**src/rtl/luhn_nibble_framer.sv**
```systemverilog
// luhn_nibble_framer
//   Pops a byte-count header and its payload bytes from two FWFT FIFOs and
//   pushes a nibble count into the checker's size FIFO, followed by the
//   payload nibbles (high nibble first) into its data FIFO.
//   Define LUHN_GEN_CHECK_EN to append a Luhn mod-16 check nibble, which makes
//   every emitted message sum to 0 mod 16 downstream.
//
// Ports
//   clock        rising-edge clock
//   rst_n        asynchronous active-low reset
//   len_empty    header FIFO empty       read_len     header FIFO pop
//   num_bytes    payload byte count (0 means discard header)
//   byte_empty   payload FIFO empty      read_byte    payload FIFO pop
//   data_byte    payload byte at the payload FIFO head
//   size_full    size FIFO full          write_size   size FIFO push
//   num_nibbles  nibble count pushed with write_size
//   data_full    data FIFO full          write_nibble data FIFO push
//   nibble       nibble pushed with write_nibble
//   busy         a message is in progress
//
// state | meaning
// IDLE  | waiting for a header; zero-length headers are popped and dropped
// SIZE  | pushing the nibble count
// HI    | pushing the high nibble of the head byte (byte stays in FIFO)
// LO    | pushing the low nibble and popping the byte
// CHK   | pushing the check nibble (LUHN_GEN_CHECK_EN only)

module luhn_nibble_framer (
  input  logic       clock,
  input  logic       rst_n,
  input  logic       len_empty,
  output logic       read_len,
  input  logic [6:0] num_bytes,
  input  logic       byte_empty,
  output logic       read_byte,
  input  logic [7:0] data_byte,
  input  logic       size_full,
  output logic       write_size,
  output logic [7:0] num_nibbles,
  input  logic       data_full,
  output logic       write_nibble,
  output logic [3:0] nibble,
  output logic       busy
);

  typedef enum logic [2:0] {
    IDLE = 3'd0,
    SIZE = 3'd1,
    HI   = 3'd2,
    LO   = 3'd3
`ifdef LUHN_GEN_CHECK_EN
    ,
    CHK  = 3'd4
`endif
  } state_t;

  state_t     state;
  logic [6:0] bytes_left;
  logic [7:0] total;
  logic [7:0] n_init;

`ifdef LUHN_GEN_CHECK_EN
  logic [7:0] remaining;
  logic [3:0] accum;
  logic [4:0] dbl;
  logic [3:0] weighted;

  // One extra nibble for the appended check digit.
  assign n_init = {num_bytes, 1'b0} + 8'd1;

  // Nibbles an even distance from the end are doubled and folded
  // (hex digit sum of the 5-bit product), the rest pass unchanged.
  always_comb begin
    dbl      = {nibble, 1'b0};
    weighted = remaining[0] ? nibble : (dbl[3:0] + {3'b000, dbl[4]});
  end
`else
  assign n_init = {num_bytes, 1'b0};
`endif

  // Strobes are gated by rst_n so they drop the moment reset asserts,
  // even while a header is waiting in IDLE.
  always_comb begin
    read_len     = 1'b0;
    read_byte    = 1'b0;
    write_size   = 1'b0;
    write_nibble = 1'b0;
    num_nibbles  = 8'd0;
    nibble       = 4'd0;
    busy         = (state != IDLE);
    if (rst_n) begin
      case (state)
        IDLE: read_len = !len_empty;
        SIZE: begin
          if (!size_full) begin
            write_size  = 1'b1;
            num_nibbles = total;
          end
        end
        HI: begin
          if (!byte_empty && !data_full) begin
            write_nibble = 1'b1;
            nibble       = data_byte[7:4];
          end
        end
        LO: begin
          if (!byte_empty && !data_full) begin
            write_nibble = 1'b1;
            read_byte    = 1'b1;
            nibble       = data_byte[3:0];
          end
        end
`ifdef LUHN_GEN_CHECK_EN
        CHK: begin
          if (!data_full) begin
            write_nibble = 1'b1;
            nibble       = 4'd0 - accum;
          end
        end
`endif
        default: ;
      endcase
    end
  end

  always_ff @(posedge clock or negedge rst_n) begin
    if (!rst_n) begin
      state      <= IDLE;
      bytes_left <= 7'd0;
      total      <= 8'd0;
`ifdef LUHN_GEN_CHECK_EN
      remaining  <= 8'd0;
      accum      <= 4'd0;
`endif
    end else begin
      case (state)
        IDLE: begin
          if (!len_empty && (num_bytes != 7'd0)) begin
            bytes_left <= num_bytes;
            total      <= n_init;
`ifdef LUHN_GEN_CHECK_EN
            remaining  <= n_init;
            accum      <= 4'd0;
`endif
            state      <= SIZE;
          end
        end
        SIZE: if (!size_full) state <= HI;
        HI:   if (write_nibble) state <= LO;
        LO: begin
          if (write_nibble) begin
            bytes_left <= bytes_left - 7'd1;
            if (bytes_left != 7'd1) state <= HI;
`ifdef LUHN_GEN_CHECK_EN
            else                    state <= CHK;
`else
            else                    state <= IDLE;
`endif
          end
        end
`ifdef LUHN_GEN_CHECK_EN
        CHK: if (!data_full) state <= IDLE;
`endif
        default: state <= IDLE;
      endcase
`ifdef LUHN_GEN_CHECK_EN
      if (write_nibble && ((state == HI) || (state == LO))) begin
        accum     <= accum + weighted;
        remaining <= remaining - 8'd1;
      end
`endif
    end
  end

endmodule

```
**config.mk**
```make
export PLATFORM = sky130hd
export DESIGN_NAME = luhn_nibble_framer
export DESIGN_NICKNAME = d
export VERILOG_FILES = /design/src/rtl/luhn_nibble_framer.sv
export SDC_FILE = /design/constraint.sdc
export NUM_CORES = 1
export LEC_CHECK = 0
export CAP_MARGIN = 5
export CORE_AREA = 5 5 55 57
export CTS_CLUSTER_DIAMETER = 60
export CTS_CLUSTER_SIZE = 30
export DETAILED_ROUTE_END_ITERATION = 7
export DIE_AREA = 0 0 60 62
export PLACE_DENSITY_LB_ADDON = 0.15
export SYNTH_ARGS = -nofsm -noshare
export SYNTH_HDL_FRONTEND = slang
export SYNTH_SLANG_ARGS = --single-unit
```
**constraint.sdc**
```tcl
create_clock -name clock -period 1.8 [get_ports clock]
set_input_delay 0.36 -clock clock [delete_from_list [all_inputs] [get_ports clock]]
set_output_delay 0.36 -clock clock [all_outputs]
set_load 0.005 [all_outputs]
```
run_1/registers.png
Scale bar: 20 um. Other sequential cells in the stronger grey, the rest of the logic in the fainter grey.
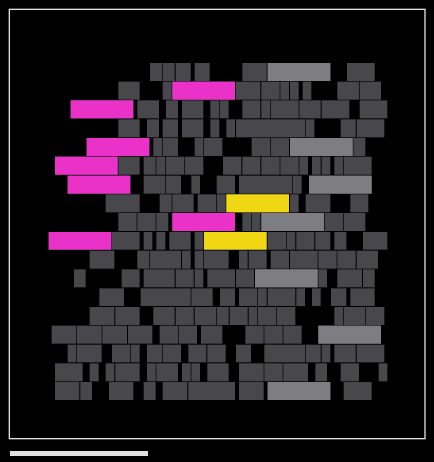
`bytes_left`: drawn in magenta, placed flops 7. `state`: drawn in yellow, placed flops 2.
Util after Layout: 74.0%
power of the sequential group: 664 uW
Storage cell area: 400 sq um
flop share of the area: 22.2%

run_1/metal_stack.png
Scale bar: 20 um.
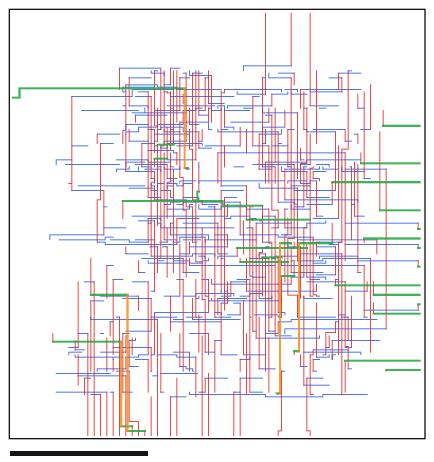
met1: drawn in blue, wire length 1300 um. met4: drawn in orange, wire length 80.9 um. met3: drawn in green, wire length 193 um. met2: drawn in red, wire length 1750 um.
post-detailed-routing wire length: 3.33 mm
global routing usage summed across all routing layers: 19.7%

run_1/cell_classes.png
Scale bar: 20 um. Fill, decap, tap and diode cells in grey.
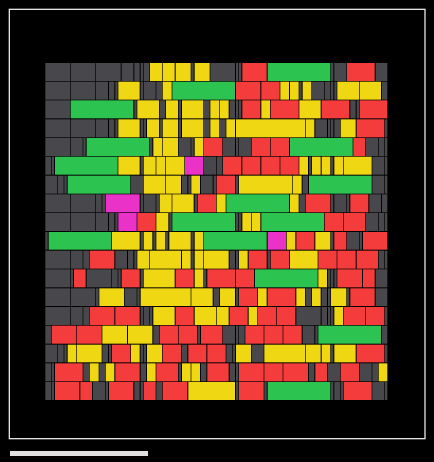
all other logic: drawn in yellow, cells 99. clock drivers and dummy loads: drawn in magenta, cells 4. other buffers and delay cells: drawn in red, cells 80. flip-flops: drawn in green, cells 16.
area inside the core boundary: 0.00243 sq mm
post-layout instance area: 0.00180 sq mm
Std-Cell Rows: 18

run_1/final_placement.png
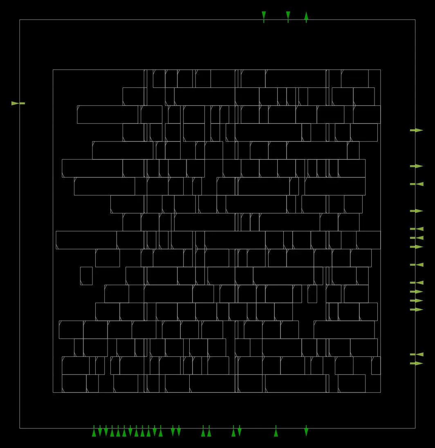
count of filler cells inserted in the layout: 185
FF+latch count: 16
Cell Count, Final, Fillers Out: 229

==> run notes, run 1 <==
Physical implementation status

The run finished with clean final reports. For reference, the top cells by count after synthesis are nand2_1, dfrtp_1, nor2_1. The number of antenna violations at the first check in global routing stands at 0. The level count of the clock H-tree stands at 1. Ranked by total cell area, the synthesized netlist is headed by dfrtp_1, nand2_1, and2_1. Looking at the setup timing report, the critical path kind is input port to flop. The synthesized design contains 0 enable-type register cells. Following the worst setup path forward leads to its endpoint at bytes_left[1]$_DFFE_PN0P_. Per the synthesis report, the AND-OR/OR-AND share of the synthesized area is a little under a fifth. The setup-violating endpoint count in the final report stands at 0. The worst setup path is captured at a flop. The worst register-to-register path begins at state[1]$_DFFE_PN0P_. The most common logic cell in the final layout is buf_4. 0 antenna diodes ended up in the layout. As reported, the later end of the worst-skew pair has a clock insertion delay of 0.29 ns. The HPWL after detailed placement stands at 2.39 mm.

The design internal power stands at just over 1 mW. The total overflow left after global routing is 0. Per the placement report, the placed cell count is between 200 and 250. The simple-gate portion of the synthesized area stands at around 28%. On the final layout, the worst hold slack is 0.131 ns.

The area recorded from the Yosys report for this design is a little over 0.001 sq mm. The reported clock group power stands at about 250 uW. Post-synth the commonest register cell is dfrtp_1. Of all cell types, the one taking the most synthesized area is dfrtp_1. The clock group share of total power stands at approximately 15%. After global routing, the most crowded layer is met2. Per the detail_route log, the uppermost layer with routed signals is met4. In the post-route analysis, the smallest setup slack over all paths is ~0.016 ns. Per the gpl log, the routability congestion estimate is ~0.78.

The worst reg-to-reg path cell count stands at 7. During I/O placement, the number of pins put on the boundary was 38. The share of synthesized area occupied by flip-flops and latches stands at between 30% and 40%. Setup repair after global routing could not meet its margin everywhere. Summed over all cells, the static leakage comes to 0.894 nW. Entering global routing, the biggest net connects 10 pins.

For reference, the final report shows the max-slew violation count at 0. The critical path's slowest stage uses the library cell or4_4. A synthesized cell averages about 8.6 sq um. The highest attainable clock frequency stands at between 0.5 and 0.6 GHz. The number of warnings reported in the yosys synthesis log stands at 0.

In the final design database the tool counted approximately 220 nets. The number of hold violations in the final report stands at 0. The worst setup path is launched from an input port. Per the synthesis report, the adder-cell share of the synthesized area is 2.43%. In the log, the iteration count for the first detailed-route pass is 4. STA lists the endpoint of the worst register-to-register path as bytes_left[0]$_DFFE_PN0P_. After layout, the design draws a total of ~1.6 mW.

In this run, the combinational gates consume 44.5% of the power. In the synthesized netlist the async set-or-reset flop fraction comes to 100%. The fraction of post-synthesis cell area in the top cell type by area stands at between 30 and 40%.

On met2, the global router reports a usage of 36.6%. Note that the worst hold path type here is input port to asynchronous set/reset pin. The netlist area before placement stands at 0.00103 sq mm. The count of routing violations after the opening detailed-route iteration stands at 30. The signal on the critical path passes through dlygate4sd2_1 > or4_4 > o41a_4 > nor2_8 > mux2_1. The number of sinks driven by the clock tree stands at 16. The sum of met3 wire segment lengths after detailed routing stands at about 190 um. The setup slack of the most critical reg-to-reg path stands at 0.14 ns. Yosys stat counts 120 cells in the synthesized netlist.

The mux contribution to synthesized area stands at under 10%. The critical path starts at num_bytes[2]. The top cell types in the final layout, fill and taps aside, are buf_4, nand2_1, dfrtp_1. Across all stage logs, warnings added up to 29. Per the post-route antenna check, the number of violating nets is 0.

Clock tree synthesis inserted a total of 3 buffers. The pin closest to its max-slew limit shows a slew of 0.491 ns. Dividing the final minimum period by the clock period gives between 90 and 100%. The xor-xnor portion of the synthesized cell area stands at less than 1%. Of the cells placed in the final design, the portion with a size suffix greater than 1 is between 30% and 40%. Per the timing report, the biggest fanout along the worst path comes to 3.

Headroom to the max-slew limit came out at between 60% and 70%. Buffers inserted to repair hold after CTS numbered 0. The overall chip area stands at ~0.0037 sq mm. The met3 track utilization from global routing stands at under 10%.

The number of global-route vias before repair came to 1217. The clock period minus final worst setup slack stands at 1.78 ns. The sequential cell fraction of total power stands at 40.4%. Clock skew on the completed layout was measured at 0.00312 ns. The wire length of the first global-routing pass stands at around 5.5 mm.

The run reported a max-capacitance violation count of 0. Per the run report, area growth between synthesis and finish was 74.6%. The horizontal die size stands at around 60 um.

Per the detail_route report, DRC violations left total 0. The count of different cell masters after synthesis stands at 32. Looking at the VDD voltage map, the peak drop is 0.862 mV. The worst-case setup slack after placement stands at -0.561 ns. TritonCTS built the clock tree. Before placement the cells fill 42.4% of the core. The critical path's largest stage delay stands at 0.54 ns. Together, buffers and inverters on the worst path number 1. The synthesized net count stands at between 100 and 150.

Of all power groups, the one with the highest power is combinational logic. The net switching power stands at 623 uW. Broken down by cell family, the worst path's largest delay share belongs to simple AND/OR/NAND/NOR gates.

The mean routed wirelength per cell stands at 14.5 um. The count of port buffers added during placement stands at 36. In this run the power density over the cells is ~910 mW/mm^2.

The flow reports power dissipated in combinational cells as between 700 and 800 uW. The switching power as a share of total power stands at roughly 38%. Yosys shows that the main logic family after synthesis is simple AND/OR/NAND/NOR gates. In the global route stage, met1 resource usage came out at between 20% and 30%. The routed wirelength on the met1 layer is recorded as roughly 1.3 mm. The routed length on met2 stands at 1.75 mm. Walking the critical path from launch to capture passes 5 cell instances. The cell count after synthesis came out at between 100 and 150. Per the CTS log, the root buffer master is clkbuf_4. For this run the top cell type by instance count after synthesis was nand2_1.

Adding up every negative setup slack in the final design gives 0 ns. The data arrival time of the worst path stands at 1.97 ns. The buffer depth of the longest clock path stands at 2. For this block, the via count after detailed routing is 1172. In the routed layout, each cell is associated on average with a via count of 5.12.

The clock-pin transition on the worst setup and hold timing paths stands at approximately 0.10 ns. The height of the die stands at a little over 60 um. Synthesis inferred 16 register bits.

The placed instances occupy a cell area of roughly 0.0016 sq mm. The critical path required time stands at between 1.5 and 2 ns.
## run 1: area by class of cell
cell class | count | area [sq um]
Timing Repair Buffer | 80 | 673
Fill cell | 185 | 632
Sequential cell | 16 | 400
Tap cell | 30 | 37.5
Clock buffer | 4 | 36.3
Inverter | 7 | 26.3
Multi-Input combinational cell | 92 | 627
## run 1: flip-flops by register name, indices dropped and copies added (netlist names)
signal	flops
state	2
total	7
bytes_left	7
## run 1: what timing repair did
action / in CTS / in global routing
resized: 56 / 26
setup endpoints to repair: 31 / 21
pin swaps: 9 / 9
setup buffers: 17 / 1
==> run 2, diff against run 1 <==
Settings changed: CTS_CLUSTER_SIZE 30 to 40.
run_2/registers.png
Scale bar: 20 um. Other sequential cells in the stronger grey, the rest of the logic in the fainter grey.
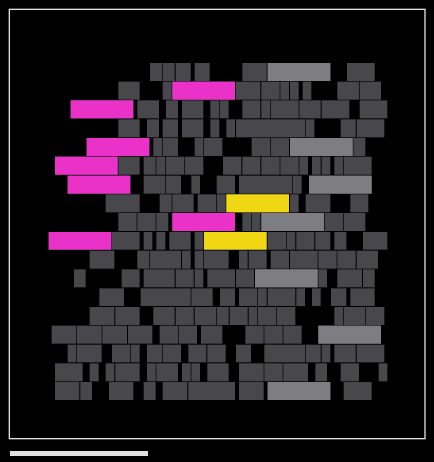
`bytes_left`: drawn in magenta, placed flops 7. `state`: drawn in yellow, placed flops 2.
Another 7 sequential cells are not coloured.

==> run 2 against run 1 <==
Compared with the run above: flip-flop count unchanged; power unchanged; routed wire length unchanged; final cell count unchanged; via count did not move; die size is the same; critical path depth unchanged; critical endpoint unchanged; largest cell class unchanged; largest power group unchanged.
==> run notes, run 2 <==
Physical implementation status

Clock tree synthesis found a total of 16 sinks. After synthesis, the chip area reported by Yosys is between 0.001 and 0.0015 sq mm. The synthesis report lists the most area-consuming cells as dfrtp_1, nand2_1, and2_1. The highest supply drop recorded on VDD is about 0.86 mV. Among the non-sequential cells, simple AND/OR/NAND/NOR gates take the most area. The library cell used most frequently in the layout, excluding fill and tap cells, is buf_4. Looking at the post-CTS report, the setup buffer insertion count equals 17. The post-synth count of flops with an enable pin is 0. The initial core utilization stands at 42.4%. The area growth from synthesis to final layout stands at 74.6%. For the pin with the worst max-slew slack, the measured transition is slightly below 0.5 ns. The number of antenna violations at the first check in global routing came to 0. The synthesized design devotes to its leading area cell type between 30% and 40% of total area. The mux contribution to synthesized area stands at 4.98%. The setup-violating endpoint count in the final report stands at 0. The worst setup path is captured at a flop. The floorplan has 18 rows. The met2 layer usage reported by global route stands at a little over a third. The setup path with the least slack is of type input port to flop. TritonCTS built the clock tree. The worst reg-to-reg path cell count stands at 7. After synthesis, the mean cell area works out to around 8.6 sq um. The routed design shows a wire length per standard cell of 14.5 um. Per STA, the highest per-stage delay on the worst path measures 0.54 ns.

The worst-case setup slack after placement stands at -0.561 ns. The floorplan step set the die height to just over 60 um. The cell sequence reported for the critical path is dlygate4sd2_1 > or4_4 > o41a_4 > nor2_8 > mux2_1. The setup slack after layout stands at roughly 0.016 ns. The number of detailed-routing iterations run before antenna repair stands at 4. Counting pins that exceed their max-slew limit in the final report gives 0. The layout cell share with drive strength beyond 1 stands at between 30% and 40%.

The final timing summary puts the cycle share of the worst path at approximately 100%. The count of routing violations after the opening detailed-route iteration stands at 30. The synthesized-area fraction occupied by ao, oa, aoi and oai cells stands at a little under a fifth. In this run the tools logged warnings totalling 29.

After detailed routing, no signal wire sits above met4. The tree is rooted in a clkbuf_4. In this run the cell area measured after placement is roughly 0.0016 sq mm. The xor-xnor portion of the synthesized cell area stands at less than 1%.

The sum of negative setup slack stands at 0 ns. Yosys printed 0 warnings. The wire length of the first global-routing pass stands at 5.46 mm. Setup repair after global routing could not meet its margin everywhere. Counting both buffers and inverters, the worst setup path holds a total of 1. In the layout the commonest cells are buf_4, nand2_1, dfrtp_1. The cell total in the yosys stat output stands at 120. Grouping stages by cell kind, the critical path spends the most delay in simple AND/OR/NAND/NOR gates. Pin placement for this block handled 38 I/O pins.

The horizontal die size stands at around 60 um. The synthesized design spends more area on one cell type than any other, namely dfrtp_1. Of the total synthesized cell area, the portion taken by AND, OR, NAND and NOR gates is 28.3%. The congestion estimate from routability-driven global placement came to roughly 0.78. Per the timing report, the most critical flop-to-flop path finishes at bytes_left[0]$_DFFE_PN0P_. Per the detail_route report, the via count comes to between 1k and 1.5k. Hold is met by ~0.13 ns. Clock latency on the worst-skew pair, taken at its later pin, is roughly 0.29 ns. The flow ran to the end, and the final reports show no timing, DRC or antenna violations.

After synthesis, the most frequently instantiated cells are nand2_1, dfrtp_1, nor2_1. The worst-case max-slew headroom was logged as between 60% and 70%. The synthesized net count stands at between 100 and 150. The number of buffers added by the clock tree synthesis step stands at 3. The share of synthesized registers carrying an async set or reset stands at 100%. The overall routed net length stands at around 3.3 mm.

The highest attainable clock frequency stands at 0.561 GHz. The leakage power stands at between 0.8 and 0.9 nW. The maximum fanout along the worst path stands at 3. Global routing used a little over a fifth of the available met1 tracks. Fill cells in the final layout number 185. The detailed placer reported the number of placed instances as between 200 and 250.

For the completed layout, the total cell area is recorded as around 0.0018 sq mm. The data arrival time of the worst path stands at roughly 2 ns. The most critical setup path has its endpoint at bytes_left[1]$_DFFE_PN0P_. The detailed router reports a met2 wire length of about 1.8 mm. Yosys mapped the design onto 32 distinct sky130hd cell types. Global routing finished with a remaining overflow of 0. The global-route usage over all layers stands at between 10% and 20%.

The number of nets still failing antenna checks after routing stands at 0. Looking at the cell usage after synthesis, the top flip-flop cell is dfrtp_1. Per the GRT log, the top usage layer is met2.

The number of diodes added for antenna fixing stands at 0. The total of hold buffers inserted after clock tree synthesis stands at 0. The registers reported with the highest flop counts are bytes_left: 7 flops, total: 7 flops, state: 2 flops. Per the final timing report, the hold violations number 0. The count of non-filler cells in the finished layout stands at roughly 230. For this design, the slowest cell found on the critical path is or4_4.

The sum of routed wire segments on met1 stands at approximately 1.3 mm. For reference, full adder, half adder and majority cells occupy around 2.4% of the area reported after synthesis. In this run the number of H-tree levels came out at 1. Setup slack on the worst reg-to-reg path comes out at approximately 0.14 ns. For this run the detailed placement stage logged an HPWL of roughly 2.4 mm. No sink is reached through more buffers than the 2 on the longest clock path. Looking at the reg2reg group, the worst path starts from state[1]$_DFFE_PN0P_.

For this design the ratio of total power to cell area is 914 mW/mm^2. Among all cell types in the netlist, the one instantiated most often is nand2_1. Wire segments on met3 add up to approximately 190 um in the final route. The critical path endpoint has a required time of roughly 2.0 ns.
run_2/cell_classes.png
Scale bar: 20 um. Fill, decap, tap and diode cells in grey.
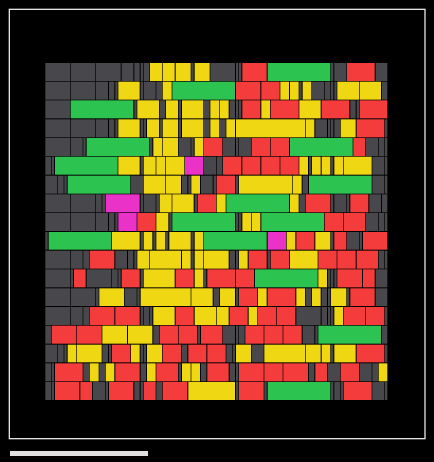
other buffers and delay cells: drawn in red, cells 80. clock drivers and dummy loads: drawn in magenta, cells 4. all other logic: drawn in yellow, cells 99. flip-flops: drawn in green, cells 16.

==> run 2: cell counts in the layout (fill, tap and decap cells not counted) <==
No cell type changed its count.
==> run 2: area by class of cell <==
class,count,area [sq um],area share (%)
Timing Repair Buffer,80,673,37.4
Sequential cell,16,400,22.2
Inverter,7,26.3,1.46
Multi-Input combinational cell,92,627,34.8
Clock buffer,4,36.3,2.02
Tap cell,30,37.5,2.08
==> run 2: power by group <==
part	leakage [nW]	switching [mW]	total, mW	internal (mW)
Sequential	0.188	0.139	0.664	0.525
Clock	0.0210	0.126	0.249	0.123
Combinational	0.686	0.358	0.732	0.375
Total	0.894	0.623	1.65	1.02
Power and IR drop assume default switching activity.
